Run 1, metal layers overlaid:
Two of the layers only.
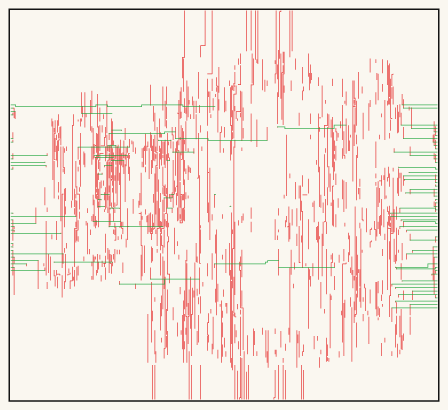
Run 1, metal 1:
Supply wires on this layer in grey.
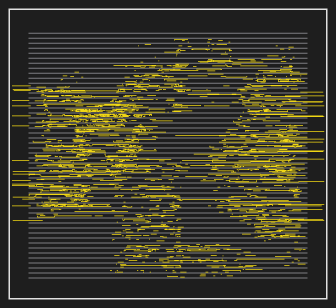
Run 1, the clock network:
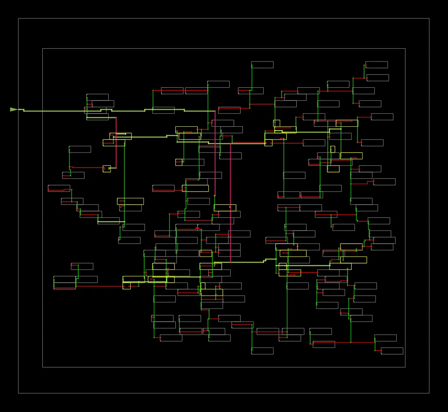
Design kv_stream_reader, sky130hd; sources not shown.
==> run summary, run 1 <==
Physical implementation.

- The total design power is 0.002903 W.
- Ranked by total cell area, the synthesized netlist is headed by sky130_fd_sc_hd__dfrtp_1 51%, sky130_fd_sc_hd__mux2_2 23%, sky130_fd_sc_hd__nand2_1 2.8%.
- Looking at the max-slew report, the worst-margin pin has a slew of 0.8988 ns.
- The pre-CTS setup check shows a worst slack of 1.554 ns.
- Hold repair after CTS inserted 0 buffers.
- During tapcell insertion the tool placed 255 well taps.
- The detailed router reports a met3 wire length of 1.078 mm.
- The post-synthesis mux area share is 23.08%.
- Per the timing report, the achievable frequency comes out to 171.3 MHz.
- The row count is 49.
- The placed cell count is 850.
- In the global route stage, met2 resource usage came out at 17.91%.
- The share of the core area taken by cells at floorplan is 30.81%.
- The internal portion of the total power is 0.002083 W.
- Leaving out the clock tree, the finished layout contains a buffer count of 110.
- The sequential power is 0.00102 W.
- In this design, the largest share of critical-path delay is due to buffers and inverters.
- The count of cells along the worst register-to-register path is 20.
- The final tally of hold violations is 0.
- The synthesized area divided by synthesized cell count is 12.15 um^2.
- Yosys stat counts 513 cells in the synthesized netlist.
- STA classifies the critical path startpoint as an input pin.
- The critical path in the final layout is reported with a setup slack of 1.562 ns.
- TritonCTS built the clock tree.
- Between the synthesized netlist and the finished layout, the area growth was recorded as 31.39%.
- Among the non-sequential cells, multiplexers take the most area.
- The maximum clock insertion buffer count is 2.
- The OpenROAD warning count is 26.
- Of the total synthesized cell area, the portion taken by full adders, half adders and majority gates is 3.252%.
- Post-CTS repair ended up resizing 0 cells.
- The synthesized instance count is 513.
- The share of synthesized area occupied by flip-flops and latches is 51.38%.
- The first global-routing pass estimated 24.54 mm of wire.
- The most popular library cell in the synthesized design by count is sky130_fd_sc_hd__dfrtp_1.
- The largest vdd supply drop is 0.1439 mV.
- In this run the count of I/O pins placed on the die edge is 108.
- The first-pass iteration count of the detailed router is 4.
- The core area is 0.02023 mm^2.
- The number of non-clock inverters is 14.
- The area taken by sequential standard cells is reported as 0.003207 mm^2.
- The wire-length estimate of the detail-placed layout is 10.44 mm.
- In this run, the synthesized area fraction spent on xor and xnor cells is recorded as 4.195%.
- Looking at the critical path, the single cell with the biggest stage delay is sky130_fd_sc_hd__clkdlybuf4s50_1.
- The tightest min-delay check is of the reg2reg type.
- The final layout reports a setup TNS of 0 ns.
- Summing all multi-input logic gate instances after layout gives 0.002858 mm^2.
- The DRC violations left is 0.
- The run finished with clean final reports.
- Synthesis produced a netlist with a net count of 582.
- The post-synthesis instance area is 0.006233 mm^2.
- The top power group is registers.
- The part of the total power dissipated in sequential elements is 35.1%.
- Setup repair after global routing left no endpoint under its margin.
- The leading cell category by total area is flip-flops and latches.
- The violation tally from detailed-route iteration zero is 188.
- In this run, synthesis inferred 0 flip-flops with an integrated enable.
- In the layout the commonest cells are 127 x sky130_fd_sc_hd__dfrtp_1, 126 x sky130_fd_sc_hd__mux2_2, 106 x sky130_fd_sc_hd__clkdlybuf4s50_1.
- The area of the synthesized netlist per yosys stat is 0.006233 mm^2.
- The area of all placed cells without fillers is 0.008190 mm^2.
- The layout has 1,921 filler cells.
- The start-to-end type of the worst setup path is in2out.
Back to the opening pictures, 'metal layers overlaid':
| layer | colour | wire length |
|---|---|---|
| met2 | red | 6,840 um |
| met3 | green | 1,080 um |
total track usage: 11.46%
routed length per placed instance: 17.11 um

Back to the opening pictures, 'metal 1':
main direction: horizontal
nets with wire on the layer: 625
longest straight run: 43.7 um
met1 Use GR: 14.55%
via count of the routed design: 4,268
routed wire length: 15.09 mm

Back to the opening pictures, 'the clock network':
TritonCTS Sinks: 128
Clock group: 0.000926 W
number of buffers added by the clock tree synthesis step: 17
clock latency on the worst-skew pair: 0.41 ns

==> run 2: changes to the inputs <==
==> constraint.sdc (replaced) <==
create_clock -name clk -period 5.8 [get_ports clk]
set_clock_uncertainty 0.1 [all_clocks]
set_input_delay 1.16 -clock clk [delete_from_list [all_inputs] [get_ports clk]]
set_output_delay 1.16 -clock clk [all_outputs]
set_load 0.005 [all_outputs]
==> run summary, run 2 <==
Physical implementation.

- Counting tap cells, the placed design contains a total of 851 instances.
- The library cells used most frequently in the layout, excluding fill and tap cells, are 127 x sky130_fd_sc_hd__dfrtp_1, 126 x sky130_fd_sc_hd__mux2_2, 106 x sky130_fd_sc_hd__clkdlybuf4s50_1.
- The number of non-clock inverters is 14.
- As reported, the later end of the worst-skew pair has a clock insertion delay of 0.41 ns.
- The report lists the number of cells resized after CTS as 0.
- Ranked by total cell area, the synthesized netlist is headed by sky130_fd_sc_hd__dfrtp_1 51%, sky130_fd_sc_hd__mux2_2 23%, sky130_fd_sc_hd__nand2_1 2.8%.
- Per the CTS log, the buffer count on the longest clock path is 2.
- In this run, post-CTS hold repair placed 0 buffers.
- The xor-xnor portion of the synthesized cell area is 4.195%.
- The floorplan step records an initial core utilization of 30.81%.
- Registers take 0.003207 mm^2.
- The largest individual stage delay along the critical path comes from the cell sky130_fd_sc_hd__clkdlybuf4s50_1.
- The flow ran to the end, and the final reports show no timing, DRC or antenna violations.
- Broken down by cell family, the worst path's largest delay share belongs to buffers and inverters.
- The first-pass GRT wire length is 24.61 mm.
- The area of the synthesized netlist per yosys stat is 0.006233 mm^2.
- The row count is 49.
- In this run the cell area of the synthesized design comes to 0.006233 mm^2.
- Timing would allow up to 191.9 MHz.
- The share of synthesized area occupied by flip-flops and latches is 51.38%.
- The internal power consumption is 0.002618 W.
- Once routing completed, OpenROAD measured the worst setup slack at 0.5879 ns.
- For this design, Yosys synthesis ends with a cell count of 513.
- The largest vdd supply drop is 0.1973 mV.
- For this block, the initial DRC count from the detailed router was 250.
- The post-synth count of flops with an enable pin is 0.
- The top power group is registers.
- The final HPWL from detailed placement is 10.38 mm.
- Detailed routing placed a total of 1.186 mm of wire on met3.
- The I/O pin total is 108.
- The final tally of hold violations is 0.
- Per the post-synthesis report, the nets total 582.
- The core region is 0.02023 mm^2.
- By area, the class that comes first in the final layout consists of flip-flops and latches.
- The most popular library cell in the synthesized design by count is sky130_fd_sc_hd__dfrtp_1.
- Once layout is done, the placed cells without fillers occupy 0.008174 mm^2.
- The DRC violation total left in the routed layout is recorded as 0.
- Note that the worst hold path type here is reg2reg.
- Timing analysis after detailed placement gives a worst setup slack of 0.5961 ns.
- Across the placement rows, the number of tap cells is 255.
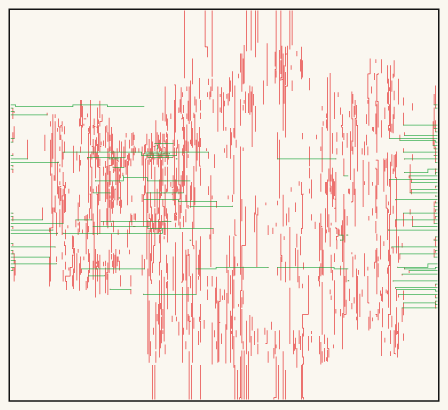
Run 2: metal layers overlaid
Two of the layers only.
via count of the routed design: 4,236
routed wire length: 15.07 mm
routed length per placed instance: 17.06 um
total track usage: 11.49%

No activity file was given, so power comes from the tool's default toggle rates.
